==> src/rtl/updown_ctrl_if.sv <==
// -----------------------------------------------------------------------------
// updown_ctrl_if
// Purpose : groups the request/acknowledge handshake and the counter status
//           of updown_ctrl into one bundle.
// Signals :
//   up_req  - requester asks for one +UP_STEP operation, held until ack_up
//   dn_req  - requester asks for one -DN_STEP operation, held until ack_dn
//   ack_up  - one-cycle completion pulse for an up request
//   ack_dn  - one-cycle completion pulse for a down request
//   rej     - meaningful only with an ack; 1 = refused by the bound check
//   busy    - controller is working on an operation
//   count   - current 16-bit counter value
//   rej_cnt - saturating refusal counter (only with UPDOWN_CTRL_STAT_EN)
// Modports: master = requester side, slave = controller side.
//
// Handshake: a requester raises its req and keeps it high until it sees the
// matching ack pulse. Each ack retires exactly one request. A req still high
// after its ack is taken as a fresh request.
// -----------------------------------------------------------------------------
interface updown_ctrl_if;
   logic        up_req;
   logic        dn_req;
   logic        ack_up;
   logic        ack_dn;
   logic        rej;
   logic        busy;
   logic [15:0] count;
`ifdef UPDOWN_CTRL_STAT_EN
   logic [7:0]  rej_cnt;

   modport master (output up_req, output dn_req,
                   input ack_up, input ack_dn, input rej, input busy,
                   input count, input rej_cnt);
   modport slave  (input up_req, input dn_req,
                   output ack_up, output ack_dn, output rej, output busy,
                   output count, output rej_cnt);
`else
   modport master (output up_req, output dn_req,
                   input ack_up, input ack_dn, input rej, input busy,
                   input count);
   modport slave  (input up_req, input dn_req,
                   output ack_up, output ack_dn, output rej, output busy,
                   output count);
`endif
endinterface

==> src/rtl/updown_ctrl.sv <==
// -----------------------------------------------------------------------------
// updown_ctrl
// Purpose : bounded up/down counter arbitrated between two requesters.
//           One operation takes three cycles (IDLE -> STEP -> DONE). Ties
//           between requesters alternate so that neither side starves.
// Ports   :
//   clk       - clock, all state updates on the rising edge
//   rst       - asynchronous active-low reset
//   bus       - updown_ctrl_if.slave (requests, acks, rej, busy, count and,
//               optionally, rej_cnt)
//   state_dbg - current FSM state (IDLE=0, STEP=1, DONE=2)
// Build option:
//   UPDOWN_CTRL_STAT_EN - adds the saturating 8-bit refusal counter rej_cnt.
// -----------------------------------------------------------------------------
module updown_ctrl #(
   parameter int unsigned UP_STEP  = 18,
   parameter int unsigned DN_STEP  = 27,
   parameter int unsigned INIT_VAL = 200,
   parameter int unsigned MAX_VAL  = 1000,
   parameter int unsigned MIN_VAL  = 0
) (
   input  logic               clk,
   input  logic               rst,
   updown_ctrl_if.slave       bus,
   output logic [1:0]         state_dbg
);

   typedef enum logic [1:0] {
      IDLE = 2'd0,
      STEP = 2'd1,
      DONE = 2'd2
   } state_t;

   // Bound checks are done at 17 bits so neither side can wrap around.
   localparam logic [16:0] UP_W   = 17'(UP_STEP);
   localparam logic [16:0] DN_W   = 17'(DN_STEP);
   localparam logic [16:0] MAX_W  = 17'(MAX_VAL);
   localparam logic [16:0] MIN_W  = 17'(MIN_VAL);
   localparam logic [15:0] UP_16  = 16'(UP_STEP);
   localparam logic [15:0] DN_16  = 16'(DN_STEP);
   localparam logic [15:0] INIT_16 = 16'(INIT_VAL);

   state_t      state_q, state_d;
   logic [15:0] count_q, count_d;
   logic        win_up_q, win_up_d;    // winner of the operation in flight
   logic        last_up_q, last_up_d;  // last winner; 0 = down, so first tie goes up
   logic        rej_q, rej_d;          // refusal result shown during DONE
   logic        acc_up, acc_dn;

   // Adding to the count rather than subtracting from MAX_VAL keeps the
   // check correct even when UP_STEP exceeds MAX_VAL.
   assign acc_up = ({1'b0, count_q} + UP_W) <= MAX_W;
   assign acc_dn = {1'b0, count_q} >= (MIN_W + DN_W);

   always_ff @(posedge clk or negedge rst) begin
      if (!rst) begin
         state_q   <= IDLE;
         count_q   <= INIT_16;
         win_up_q  <= 1'b0;
         last_up_q <= 1'b0;
         rej_q     <= 1'b0;
      end else begin
         state_q   <= state_d;
         count_q   <= count_d;
         win_up_q  <= win_up_d;
         last_up_q <= last_up_d;
         rej_q     <= rej_d;
      end
   end

   always_comb begin
      state_d   = state_q;
      count_d   = count_q;
      win_up_d  = win_up_q;
      last_up_d = last_up_q;
      rej_d     = rej_q;
      case (state_q)
         IDLE: begin
            if (bus.up_req || bus.dn_req) begin
               // On a tie the side that did not win last time goes next.
               if (bus.up_req && bus.dn_req) begin
                  win_up_d = ~last_up_q;
               end else begin
                  win_up_d = bus.up_req;
               end
               last_up_d = win_up_d;
               state_d   = STEP;
            end
         end
         STEP: begin
            if (win_up_q) begin
               rej_d = ~acc_up;
               if (acc_up) begin
                  count_d = count_q + UP_16;
               end
            end else begin
               rej_d = ~acc_dn;
               if (acc_dn) begin
                  count_d = count_q - DN_16;
               end
            end
            state_d = DONE;
         end
         DONE: begin
            state_d = IDLE;
         end
         default: begin
            state_d = IDLE;
         end
      endcase
   end

   // Outputs decode registered state only, so they drop to zero the moment
   // reset forces the state back to IDLE.
   always_comb begin
      bus.ack_up = (state_q == DONE) &&  win_up_q;
      bus.ack_dn = (state_q == DONE) && !win_up_q;
      bus.rej    = (state_q == DONE) &&  rej_q;
      bus.busy   = (state_q != IDLE);
      bus.count  = count_q;
      state_dbg  = state_q;
   end

`ifdef UPDOWN_CTRL_STAT_EN
   logic [7:0] rej_cnt_q, rej_cnt_d;

   always_ff @(posedge clk or negedge rst) begin
      if (!rst) begin
         rej_cnt_q <= 8'd0;
      end else begin
         rej_cnt_q <= rej_cnt_d;
      end
   end

   always_comb begin
      rej_cnt_d = rej_cnt_q;
      if ((state_q == DONE) && rej_q && (rej_cnt_q != 8'hFF)) begin
         rej_cnt_d = rej_cnt_q + 8'd1;
      end
   end

   assign bus.rej_cnt = rej_cnt_q;
`endif

endmodule

==> src/flat_wrapper.sv <==
// flat-port wrapper written by rule: the top's interface ports become plain ports
module updown_ctrl_flat 
#(
   parameter int unsigned UP_STEP  = 18,
   parameter int unsigned DN_STEP  = 27,
   parameter int unsigned INIT_VAL = 200,
   parameter int unsigned MAX_VAL  = 1000,
   parameter int unsigned MIN_VAL  = 0
)
  (clk, rst, state_dbg, bus_up_req, bus_dn_req, bus_ack_up, bus_ack_dn, bus_rej, bus_busy, bus_count);
  updown_ctrl_if bus_i ();
  input  logic clk;
  input  logic rst;
  output logic [1:0] state_dbg;
  input wire logic [$bits(bus_i.up_req)-1:0] bus_up_req;
  input wire logic [$bits(bus_i.dn_req)-1:0] bus_dn_req;
  output wire logic [$bits(bus_i.ack_up)-1:0] bus_ack_up;
  output wire logic [$bits(bus_i.ack_dn)-1:0] bus_ack_dn;
  output wire logic [$bits(bus_i.rej)-1:0] bus_rej;
  output wire logic [$bits(bus_i.busy)-1:0] bus_busy;
  output wire logic [$bits(bus_i.count)-1:0] bus_count;
  assign bus_i.up_req = bus_up_req;
  assign bus_i.dn_req = bus_dn_req;
  assign bus_ack_up = bus_i.ack_up;
  assign bus_ack_dn = bus_i.ack_dn;
  assign bus_rej = bus_i.rej;
  assign bus_busy = bus_i.busy;
  assign bus_count = bus_i.count;
  updown_ctrl #(.UP_STEP(UP_STEP), .DN_STEP(DN_STEP), .INIT_VAL(INIT_VAL), .MAX_VAL(MAX_VAL), .MIN_VAL(MIN_VAL)) u_core (.clk(clk), .rst(rst), .bus(bus_i), .state_dbg(state_dbg));
endmodule
==> config.mk <==
export PLATFORM = sky130hd
export DESIGN_NAME = updown_ctrl_flat
export DESIGN_NICKNAME = d
export VERILOG_FILES = /design/src/rtl/updown_ctrl_if.sv /design/src/rtl/updown_ctrl.sv /design/src/flat_wrapper.sv
export SDC_FILE = /design/constraint.sdc
export NUM_CORES = 1
export LEC_CHECK = 0
export ABC_AREA = 1
export CORE_MARGIN = 8
export CORE_UTILIZATION = 28
export CTS_CLUSTER_SIZE = 25
export DETAILED_ROUTE_END_ITERATION = 6
export PLACE_DENSITY = 0.57
export SLEW_MARGIN = 30
export SYNTH_ARGS = -nofsm -noshare
export SYNTH_HDL_FRONTEND = slang
export SYNTH_SLANG_ARGS = --single-unit
export TNS_END_PERCENT = 1
==> constraint.sdc <==
create_clock -name clk -period 2.2 [get_ports clk]
set_input_delay 0.44 -clock clk [delete_from_list [all_inputs] [get_ports clk]]
set_output_delay 0.44 -clock clk [all_outputs]
set_load 0.01 [all_outputs]
**Run 1: clock network drawn from the DEF**

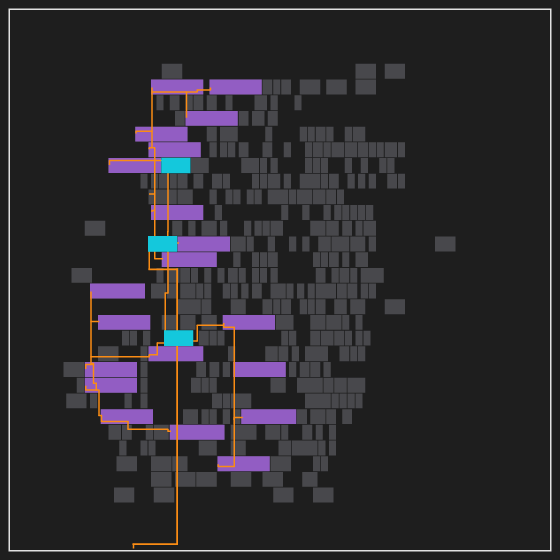
[flip-flops] purple | count: 20
[clock wires] orange | length: 271 um
[clock-net drivers] cyan | count: 3
routed clock nets: 4

**Run 1: port wiring**

Scale bar: 20 um.
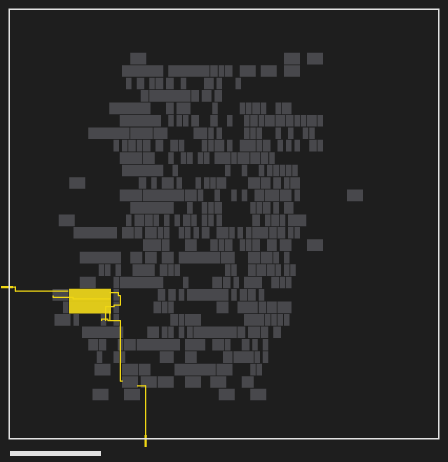
| port | colour | bits | direction | edge | end cells | buffers | wire |
|---|---|---|---|---|---|---|---|
| `state_dbg` | yellow | 2 | output | 1 bottom, 1 left | 2 | 2 | 71.2 um |
number of port buffers: 25
# IOs: 26

**Run 1: signal wires on met1**

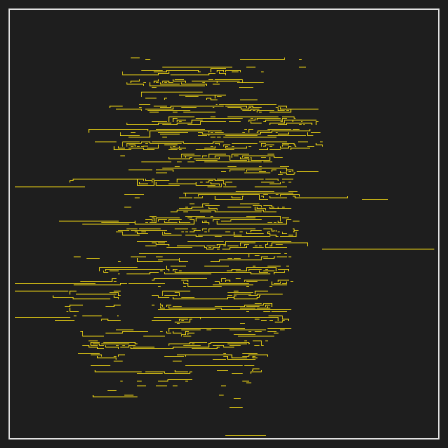
wire length on this layer: 2390 um
share of all routed wire: 50%
nets with wire on the layer: 291
main direction: horizontal
longest straight run: 30.8 um
GR met1 Demand/Resource: 14.6%
Detailed Route WL: 4800 um
total number of vias: 1827

==> results.json, run 1 <==
{
  "synth-simple-area-share_pct": 46.3,
  "crit_path_start_kind": "register",
  "area_leaders": "dfrtp_1, nand2_1, nand3_1, nor2_1, inv_1",
  "design.core.area_um2": 5890,
  "final_core_utilization_pct": 37.6,
  "synth_async_reset_ratio_pct": 100,
  "antenna_left": 0,
  "synthAoiAreaFrac_pct": 6.24,
  "power.share.clock_pct": 8.1,
  "share_of_the_clock_period_used_by_the_worst_path_after_layout_pct": 92.0,
  "hold_ws_ns": 0.515,
  "top_cell_excl_fill_tap": "nand2_1",
  "synthesis.instances": 269,
  "wire_length_per_cell_after_detailed_routing_um": 12.5,
  "cellInternalPower_mw": 1.71,
  "vias_in_the_first_global_route": 1695,
  "nets": 319,
  "worst_r2r_setup_slack_ns": 0.18,
  "crit_family": "simple AND/OR/NAND/NOR gates",
  "route.layer.met1.wl_um": 2390,
  "timing.critical_path.mode_cell": "nand2_2",
  "layout-drive-gt1-share_pct": 15.8,
  "grt_remaining_overflow": 0,
  "rows": 28,
  "area_growth_pct": 31.2,
  "grt_start_max_net_pins": 21,
  "critPathMaxFanout": 7,
  "timing_hold_violations_final": 0,
  "most_crowded_layer_after_global_routing": "met2",
  "met2_usage_pct": 17.8,
  "die-height_um": 93.6,
  "preCtsSetupSlack_ns": 0.0394,
  "cts_tree": "done",
  "finish.instance_area_um2": 2210,
  "setup_tns_ns": 0,
  "slowest_stage": "dfrtp_2",
  "cts.repair_timing.setup_buffer_count": 0,
  "result_of_the_run": "completed",
  "area.sequential_um2": 507,
  "main_logic_family_after_synthesis": "simple AND/OR/NAND/NOR gates",
  "clkCellAreaFrac_pct": 2.49,
  "post-route-worst-setup-slack_ns": 0.175,
  "clock_insertion_delay_worst_skew_ns": 0.26,
  "filler_cell_count": 644,
  "post_synth.cell_area_avg_um2": 6.27,
  "clock-skew-final_ns": 0.00810,
  "most-common-layout-cells": "nand2_1, nand3_1, nor2_1",
  "synth.cell_area_um2": 1690,
  "combPwrFrac_pct": 67.6,
  "cts_repair_resize_count": 0,
  "timing_worst_slew_pin_value_ns": 0.355,
  "synth-cells-yosys": 269,
  "die_area_um2": 8760,
  "remaining_drc_errors": 0,
  "mi_logic_area_um2": 1020,
  "ys.warnings.count": 0,
  "seq_cell_power_uw": 825,
  "timing.critical_path.slowest_cell_delay_ns": 0.45,
  "finalMaxSlewViolations": 0,
  "routed-wl-met3_um": 128,
  "multiInputCombCellCount": 208,
  "detailedRoute.firstIterationViolations": 180,
  "top_area_cell_class": "combinational gates",
  "num-clock-buffers": 4,
  "hpwl_um": 3670,
  "setup.worst_path.start": "u_core.bus.count[1]",
  "routed_via_density": 4.75,
  "yosys_most_used_dff": "dfrtp_1",
  "route.met2.wl_um": 2210
}
**Run 1: sequential cells grouped by signal name**

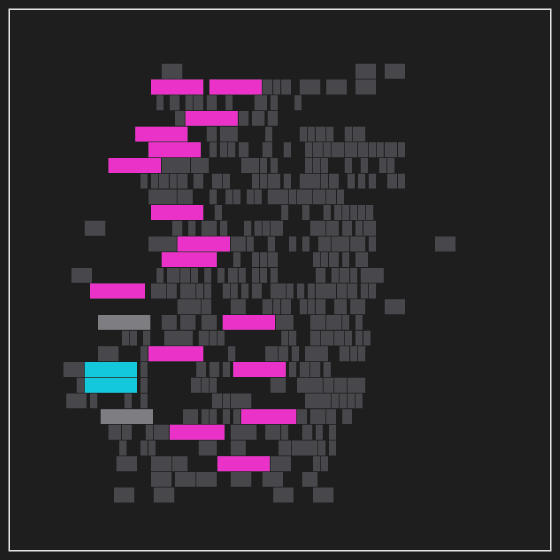

==> run 2: changes to the inputs <==
--- a/config.mk
+++ b/config.mk
@@ -6,7 +6,7 @@
 export NUM_CORES = 1
 export LEC_CHECK = 0
 export ABC_AREA = 1
-export CORE_MARGIN = 8
+export CORE_MARGIN = 10
 export CORE_UTILIZATION = 28
 export CTS_CLUSTER_SIZE = 25
 export DETAILED_ROUTE_END_ITERATION = 6
**Run 2: sequential cells grouped by signal name**

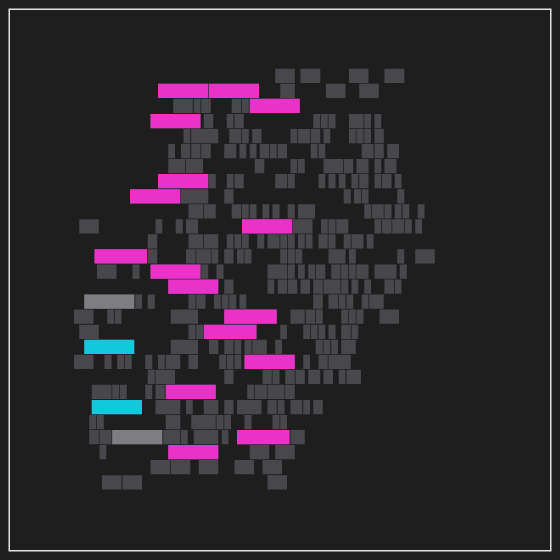
| name in the netlist | colour | sequential cells |
|---|---|---|
| `u_core.bus.count` | magenta | 16 |
| `u_core.state_dbg` | cyan | 2 |
not coloured: 2

==> results.json, run 2 <==
{
  "result_of_the_run": "completed",
  "timing_hold_violations_final": 0,
  "die-height_um": 97.6,
  "rows": 28,
  "route.met2.wl_um": 2220,
  "met1_usage_pct": 13.7,
  "timing.critical_path.slowest_cell_delay_ns": 0.63,
  "wire_length_per_cell_after_detailed_routing_um": 12.8,
  "wl_um": 4810,
  "vias_in_the_first_global_route": 1738,
  "final_core_utilization_pct": 36.3,
  "routed_via_density": 4.76,
  "number_of_port_buffers": 25,
  "cts.repair_timing.setup_buffer_count": 0,
  "multiInputCombCellCount": 208,
  "slowest_stage": "dfstp_2",
  "filler_cell_count": 651,
  "setup_tns_ns": 0,
  "synth.cell_area_um2": 1690,
  "synthAoiAreaFrac_pct": 6.24,
  "post-route-worst-setup-slack_ns": 0.227,
  "clock_insertion_delay_worst_skew_ns": 0.26,
  "critPathMaxFanout": 11,
  "crit_path_start_kind": "register",
  "area.sequential_um2": 505,
  "mi_logic_area_um2": 1010,
  "die_area_um2": 9520,
  "power.share.clock_pct": 8.8,
  "cts_tree": "done",
  "yosys_most_used_dff": "dfrtp_1",
  "detailedRoute.firstIterationViolations": 199,
  "combPwrFrac_pct": 65.2,
  "synth_async_reset_ratio_pct": 100,
  "main_logic_family_after_synthesis": "simple AND/OR/NAND/NOR gates",
  "cts_repair_resize_count": 0,
  "ys.warnings.count": 0,
  "timing_worst_slew_pin_value_ns": 0.346,
  "synth-cells-yosys": 269,
  "design.core.area_um2": 5890,
  "top_cell_excl_fill_tap": "nand2_1",
  "grt_start_max_net_pins": 21,
  "area_growth_pct": 26.7,
  "num-clock-buffers": 4,
  "post_synth.cell_area_avg_um2": 6.27
}
==> run 3: changes to the inputs <==
--- a/config.mk
+++ b/config.mk
@@ -8,10 +8,9 @@
 export ABC_AREA = 1
 export CORE_MARGIN = 10
 export CORE_UTILIZATION = 28
-export CTS_CLUSTER_SIZE = 25
 export DETAILED_ROUTE_END_ITERATION = 6
 export PLACE_DENSITY = 0.57
-export SLEW_MARGIN = 30
+export SLEW_MARGIN = 20
 export SYNTH_ARGS = -nofsm -noshare
 export SYNTH_HDL_FRONTEND = slang
 export SYNTH_SLANG_ARGS = --single-unit
**Run 3: sequential cells grouped by signal name**

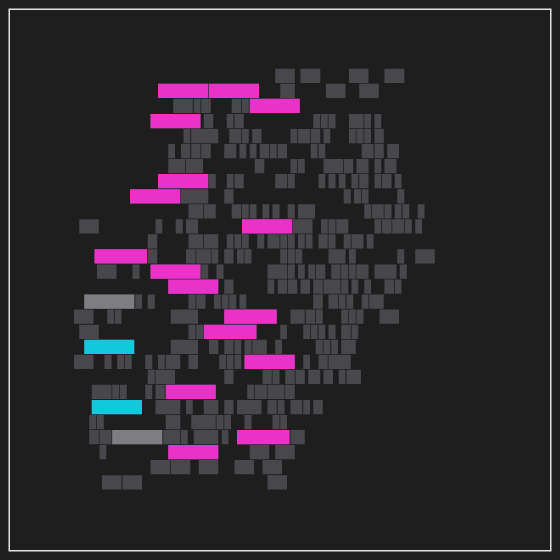
| name in the netlist | colour | sequential cells |
|---|---|---|
| `u_core.bus.count` | magenta | 16 |
| `u_core.state_dbg` | cyan | 2 |
not coloured: 2
share of the final layout cell area in sequential cells: 23.7%
share of the core filled with cells in the final layout: 36.3%

==> results.json, run 3 <==
{
  "die_area_um2": 9520,
  "synth-cells-yosys": 269,
  "synth_nets": 277,
  "dr.max_layer_used": "met4",
  "top_cell_excl_fill_tap": "nand2_1",
  "clock_insertion_delay_worst_skew_ns": 0.26,
  "post_synth.cell_area_avg_um2": 6.27,
  "critPathMaxFanout": 11,
  "synth_async_reset_ratio_pct": 100,
  "setup_tns_ns": 0,
  "combPwrFrac_pct": 65.2,
  "area.sequential_um2": 505,
  "setup_repair_after_global_routing_missed_its_margin": "no",
  "filler_cell_count": 651,
  "met1_usage_pct": 13.7,
  "route.met2.wl_um": 2220,
  "rows": 28,
  "area_growth_pct": 26.7,
  "timing_hold_violations_final": 0,
  "detailedRoute.firstIterationViolations": 199,
  "yosys_most_used_dff": "dfrtp_1",
  "grt_start_max_net_pins": 21,
  "timing.critical_path.slowest_cell_delay_ns": 0.63,
  "register_to_register_path_depth": 10,
  "wire_length_per_cell_after_detailed_routing_um": 12.8,
  "wl_um": 4810,
  "vias_in_the_first_global_route": 1738,
  "clock-skew-final_ns": 0.00123,
  "result_of_the_run": "completed",
  "mi_logic_area_um2": 1010,
  "num-clock-buffers": 4,
  "multiInputCombCellCount": 208,
  "crit_path_start_kind": "register",
  "cts_repair_resize_count": 0,
  "cts_tree": "done",
  "synthAoiAreaFrac_pct": 6.24,
  "timing_worst_slew_pin_value_ns": 0.346,
  "ys.warnings.count": 0,
  "design.core.area_um2": 5890,
  "cts.repair_timing.setup_buffer_count": 0
}
